**config.mk**
```make
export PLATFORM = sky130hd
export DESIGN_NAME = cache_bus_master
export DESIGN_NICKNAME = d
export VERILOG_FILES = /design/src/rtl/cache_bus_pkg.sv /design/src/rtl/bus_timeout_counter.sv /design/src/rtl/cache_bus_master.sv
export SDC_FILE = /design/constraint.sdc
export NUM_CORES = 1
export LEC_CHECK = 0
export CAP_MARGIN = 20
export CORE_UTILIZATION = 36
export CTS_BUF_LIST = sky130_fd_sc_hd__clkbuf_8
export CTS_CLUSTER_DIAMETER = 200
export CTS_CLUSTER_SIZE = 28
export DETAILED_ROUTE_END_ITERATION = 16
export HOLD_SLACK_MARGIN = 0.15
export PLACE_DENSITY = 0.74
export REMOVE_ABC_BUFFERS = 1
export SLEW_MARGIN = 20
export SYNTH_ARGS = -nofsm -noshare
export SYNTH_HDL_FRONTEND = slang
export SYNTH_HIERARCHICAL = 1
export SYNTH_SLANG_ARGS = --single-unit
```
**constraint.sdc**
```tcl
create_clock -name clk -period 3.55 [get_ports clk]
set_input_delay 0.71 -clock clk [delete_from_list [all_inputs] [get_ports clk]]
set_output_delay 0.71 -clock clk [all_outputs]
set_load 0.05 [all_outputs]
```
**src/rtl/cache_bus_pkg.sv**
```systemverilog
// Shared types and default widths for the cache bus master and its helpers.
package cache_bus_pkg;

    localparam int unsigned ADDR_W_DEF         = 8;
    localparam int unsigned DATA_W_DEF         = 8;
    localparam int unsigned TIMEOUT_CYCLES_DEF = 16;

    typedef enum logic [1:0] {
        IDLE = 2'd0,
        REQ  = 2'd1,
        RESP = 2'd2
    } bus_state_e;

endpackage

```
**src/rtl/bus_timeout_counter.sv**
```systemverilog
// Watchdog for the REQ phase: counts enabled cycles since load and flags the
// LIMIT-th one. Only instantiated when BUS_TIMEOUT_EN is defined.
module bus_timeout_counter #(
    parameter int unsigned LIMIT = 16
) (
    input  logic clk,
    input  logic rst,
    input  logic load,
    input  logic enable,
    output logic expire
);

    localparam int unsigned CNT_W = $clog2(LIMIT) + 1;
    localparam logic [CNT_W-1:0] LAST = CNT_W'(LIMIT - 1);

    logic [CNT_W-1:0] cnt_q;
    logic [CNT_W-1:0] cnt_d;

    assign expire = enable && (cnt_q == LAST);

    always_comb begin
        cnt_d = cnt_q;
        if (load) begin
            cnt_d = '0;
        end else if (enable && !expire) begin
            cnt_d = cnt_q + CNT_W'(1);
        end
    end

    always_ff @(posedge clk) begin
        if (rst) begin
            cnt_q <= '0;
        end else begin
            cnt_q <= cnt_d;
        end
    end

endmodule

```
**src/rtl/cache_bus_master.sv**
```systemverilog
// Single-outstanding bus master between a cache controller and a bus arbiter,
// with snoop-driven invalidation. Optional watchdog: define BUS_TIMEOUT_EN.
module cache_bus_master
    import cache_bus_pkg::*;
#(
    parameter int unsigned ADDR_W         = ADDR_W_DEF,
    parameter int unsigned DATA_W         = DATA_W_DEF,
    parameter int unsigned TIMEOUT_CYCLES = TIMEOUT_CYCLES_DEF
) (
    input  logic              clk,
    input  logic              rst,
    input  logic              cpu_req_valid,
    input  logic              cpu_req_we,
    input  logic [ADDR_W-1:0] cpu_req_addr,
    input  logic [DATA_W-1:0] cpu_req_wdata,
    output logic              cpu_req_ready,
    output logic              cpu_resp_valid,
    output logic [DATA_W-1:0] cpu_resp_rdata,
    output logic              cpu_resp_stale,
    output logic              cpu_resp_err,
    output logic              bus_access,
    output logic              cache_write,
    output logic [ADDR_W-1:0] read_address,
    output logic [ADDR_W-1:0] write_address,
    output logic [DATA_W-1:0] write_data,
    input  logic [DATA_W-1:0] read_data,
    input  logic              finish,
    input  logic              snoop_flag,
    input  logic [ADDR_W-1:0] snoop_addr,
    output logic              inv_valid,
    output logic [ADDR_W-1:0] inv_addr
);

    if (TIMEOUT_CYCLES < 1) begin : g_bad_timeout
        $error("cache_bus_master: TIMEOUT_CYCLES must be at least 1");
    end

    bus_state_e        state_q, state_d;
    logic              we_q, we_d;
    logic [ADDR_W-1:0] addr_q, addr_d;
    logic [DATA_W-1:0] wdata_q, wdata_d;
    logic [DATA_W-1:0] rdata_q, rdata_d;
    logic              stale_q, stale_d;
    logic              inv_valid_q, inv_valid_d;
    logic [ADDR_W-1:0] inv_addr_q, inv_addr_d;
    logic              accept;
    logic              in_req;
    logic              in_resp;
    logic              timeout_expire;

    assign in_req  = (state_q == REQ);
    assign in_resp = (state_q == RESP);
    assign accept  = (state_q == IDLE) && cpu_req_valid;

`ifdef BUS_TIMEOUT_EN
    logic err_q, err_d;

    bus_timeout_counter #(
        .LIMIT (TIMEOUT_CYCLES)
    ) u_timeout (
        .clk    (clk),
        .rst    (rst),
        .load   (accept),
        .enable (in_req),
        .expire (timeout_expire)
    );

    assign cpu_resp_err = in_resp && err_q;
`else
    assign timeout_expire = 1'b0;
    assign cpu_resp_err   = 1'b0;
`endif

    // NOTE: every signal gets its hold value first so no path can infer a latch.
    always_comb begin
        state_d     = state_q;
        we_d        = we_q;
        addr_d      = addr_q;
        wdata_d     = wdata_q;
        rdata_d     = rdata_q;
        stale_d     = stale_q;
`ifdef BUS_TIMEOUT_EN
        err_d       = err_q;
`endif
        inv_valid_d = snoop_flag;
        inv_addr_d  = snoop_flag ? snoop_addr : '0;

        case (state_q)
            IDLE: begin
                if (cpu_req_valid) begin
                    state_d = REQ;
                    we_d    = cpu_req_we;
                    addr_d  = cpu_req_addr;
                    wdata_d = cpu_req_wdata;
                    rdata_d = '0;
                end
            end
            REQ: begin
                // A remote write to the line being filled makes the fill stale.
                if (!we_q && snoop_flag && (snoop_addr == addr_q)) begin
                    stale_d = 1'b1;
                end
                if (finish) begin
                    state_d = RESP;
                    rdata_d = we_q ? '0 : read_data;
                end else if (timeout_expire) begin
                    state_d = RESP;
                    rdata_d = '0;
`ifdef BUS_TIMEOUT_EN
                    err_d   = 1'b1;
`endif
                end
            end
            RESP: begin
                state_d = IDLE;
                stale_d = 1'b0;
`ifdef BUS_TIMEOUT_EN
                err_d   = 1'b0;
`endif
            end
            default: begin
                state_d = IDLE;
            end
        endcase
    end

    // NOTE: state is updated only with non-blocking assignments; reset is synchronous.
    always_ff @(posedge clk) begin
        if (rst) begin
            state_q     <= IDLE;
            we_q        <= 1'b0;
            addr_q      <= '0;
            wdata_q     <= '0;
            rdata_q     <= '0;
            stale_q     <= 1'b0;
            inv_valid_q <= 1'b0;
            inv_addr_q  <= '0;
`ifdef BUS_TIMEOUT_EN
            err_q       <= 1'b0;
`endif
        end else begin
            state_q     <= state_d;
            we_q        <= we_d;
            addr_q      <= addr_d;
            wdata_q     <= wdata_d;
            rdata_q     <= rdata_d;
            stale_q     <= stale_d;
            inv_valid_q <= inv_valid_d;
            inv_addr_q  <= inv_addr_d;
`ifdef BUS_TIMEOUT_EN
            err_q       <= err_d;
`endif
        end
    end

    // Ready is masked while rst is held so it rises only after release.
    assign cpu_req_ready  = (state_q == IDLE) && !rst;

    assign bus_access     = in_req;
    assign cache_write    = in_req && we_q;
    assign read_address   = (in_req && !we_q) ? addr_q  : '0;
    assign write_address  = (in_req &&  we_q) ? addr_q  : '0;
    assign write_data     = (in_req &&  we_q) ? wdata_q : '0;

    assign cpu_resp_valid = in_resp;
    assign cpu_resp_rdata = in_resp ? rdata_q : '0;
    assign cpu_resp_stale = in_resp && stale_q;

    assign inv_valid      = inv_valid_q;
    assign inv_addr       = inv_addr_q;

endmodule
```
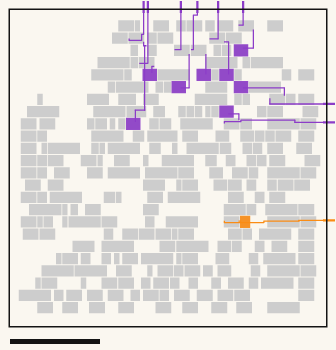
io_fan.png
Bar = 20 um.
| port | color | bits | direction | edge | end cells | buffers | wire |
|---|---|---|---|---|---|---|---|
| read_data | purple | 8 | input | 6 north, 2 east | 8 | 8 | 155 um |
| snoop_flag | orange | 1 | input | east | 1 | 1 | 23.2 um |
Ports: 85
port buffer count: 83

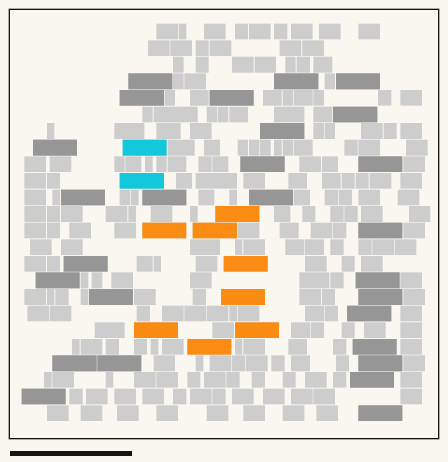
flops_by_reg.png
Bar = 20 um.
| netlist name | color | flops |
|---|---|---|
| addr_q | orange | 8 |
| state_q | cyan | 2 |

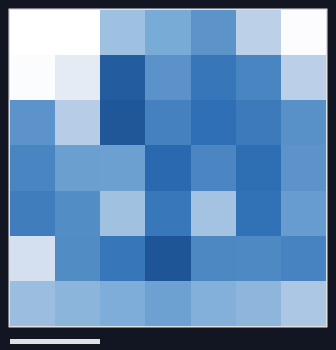
cell_density.png
Bar = 20 um. The die is cut into 7 by 7 equal tiles; white is low, dark blue is high, 0 to 100% covered.
nearly empty tiles: 6.1%
tiles over 75% full: 8.2%
fullest tile: 85%

==> per-stage QoR <==
| step | total power, W | std cells | instance area (um2) | hold slack (ns) |
|---|---|---|---|---|
| 4_1_cts | 0.000929 | 311 | 2620 | 0.479 |
| 5_1_grt | 0.000968 | 311 | 2620 | 0.487 |
| 3_3_place_gp | 0.000650 | 303 | 2540 | 0.460 |
| 2_1_floorplan | 0.000561 | 163 | 1590 | 0.439 |
| 6_report | 0.000919 | 311 | 2620 | 0.472 |
| 3_5_place_dp | 0.000653 | 303 | 2540 | 0.467 |
==> cell usage after synthesis, drive strengths merged, types with 2 or more instances <==
cell / count
mux2i: 18
buf: 7
clkbuf: 8
nand4: 2
and3: 16
nand4b: 8
nor2: 18
a21oi: 9
dfxtp: 37
and2: 26
xnor2: 8
nor2b: 2
o21ai: 8
nor3b: 3
==> tightest hold or removal path, cell delays in order (launching register included) <==
cell and delay [ns]:
dfxtp_1 0.31, o21ai_0 0.06, a21oi_1 0.06
==> how the worst max path moves through the flow <==
stage,to,slack (ns),cells after the start,from
after floorplan,addr_q[0],0.50,3,cpu_req_valid
after global placement,cpu_resp_rdata[2],0.82,3,state_q[1]
after detailed placement,cpu_resp_stale,0.77,3,state_q[1]
after CTS,cpu_resp_stale,0.45,3,state_q[1]
after global routing,cpu_resp_stale,0.30,3,state_q[1]
final,cpu_resp_stale,0.47,3,state_q[1]
==> power groups by stage <==
stage	registers (W)	clock network, W	logic (W)
after global placement	0.000461	0	0.000190
after CTS	0.000452	0.000284	0.000192
final	0.000452	0.000276	0.000191
after floorplan	0.000474	0	0.0000873
after global routing	0.000455	0.000307	0.000206
after detailed placement	0.000461	0	0.000192
==> logic make-up after synthesis <==
group           after synthesis
simple gates                 79
flops                        37
mux                          19
compound gates               18
buf+inv                      16
xor+xnor                      8
other cells                   1
==> results.yml <==
# generated from flow reports
status:
  outcome: "completed"
cells_and_area:
  non_clock_buffer_count: 88
  fin_nets: 296
  diodes: 0
  clk_share: 0.0315
  inverters: 1
clock_tree:
  clockBufferDepth: 2
  clkTransAtPathRegs_ns: 0.07
  cts_tree: "built"
synth:
  ys_ff: 37
  yosysWarnings: 6
  mux_share: 0.114
  ff_type: "dfxtp_1"
  xor_share: 0.0419
  yosys.area_share.simple: 0.292
  avgSynthCellArea_um2: 9.40
pwr:
  p_comb_frac: 0.208
setup_path:
  crit_family: "buffers and inverters"
  ff2ff_setup_slack_ns: 1.98
  max_stage_delay_ns: 0.79
  worst-path-buf-inv: 1
  critPathMaxFanout: 21
  cpMaxStageDelayCell: "clkdlybuf4s50_1"
  setup.worst_path.start_class: "register"
  criticalPathCategory: "register to output pin"
place:
  gp_congestion: 0.743
  post-place-ws_ns: 0.772
floorplan:
  dieHeight_um: 70.2
  num_tap_cells: 52
drt:
  wire_per_inst_um: 13.0
  met2WireLength_mm: 1.83
  drtPass1Iterations: 4
  viasPerCell: 4.78
  routed_wl_mm: 4.05
  ant_nets: 0
  wl_met3_um: 261
worst_hold_path:
  hold_path_end: "rdata_q[6]"
  hold_path_depth: 2
  hp-class: "register to register"
  hold_path_startpoint: "rdata_q[6]"
final_timing:
  fin_crit_sh: 0.867
  slew_viol_final: 0
  setup_tns_ns: 0
  max_clock_freq_mhz: 325
flow_run:
  warning_count: 25
global_routing:
  grt_max_degree: 30
  grt_antenna_before_repair: 0
No activity file was given, so power comes from the tool's default toggle rates.
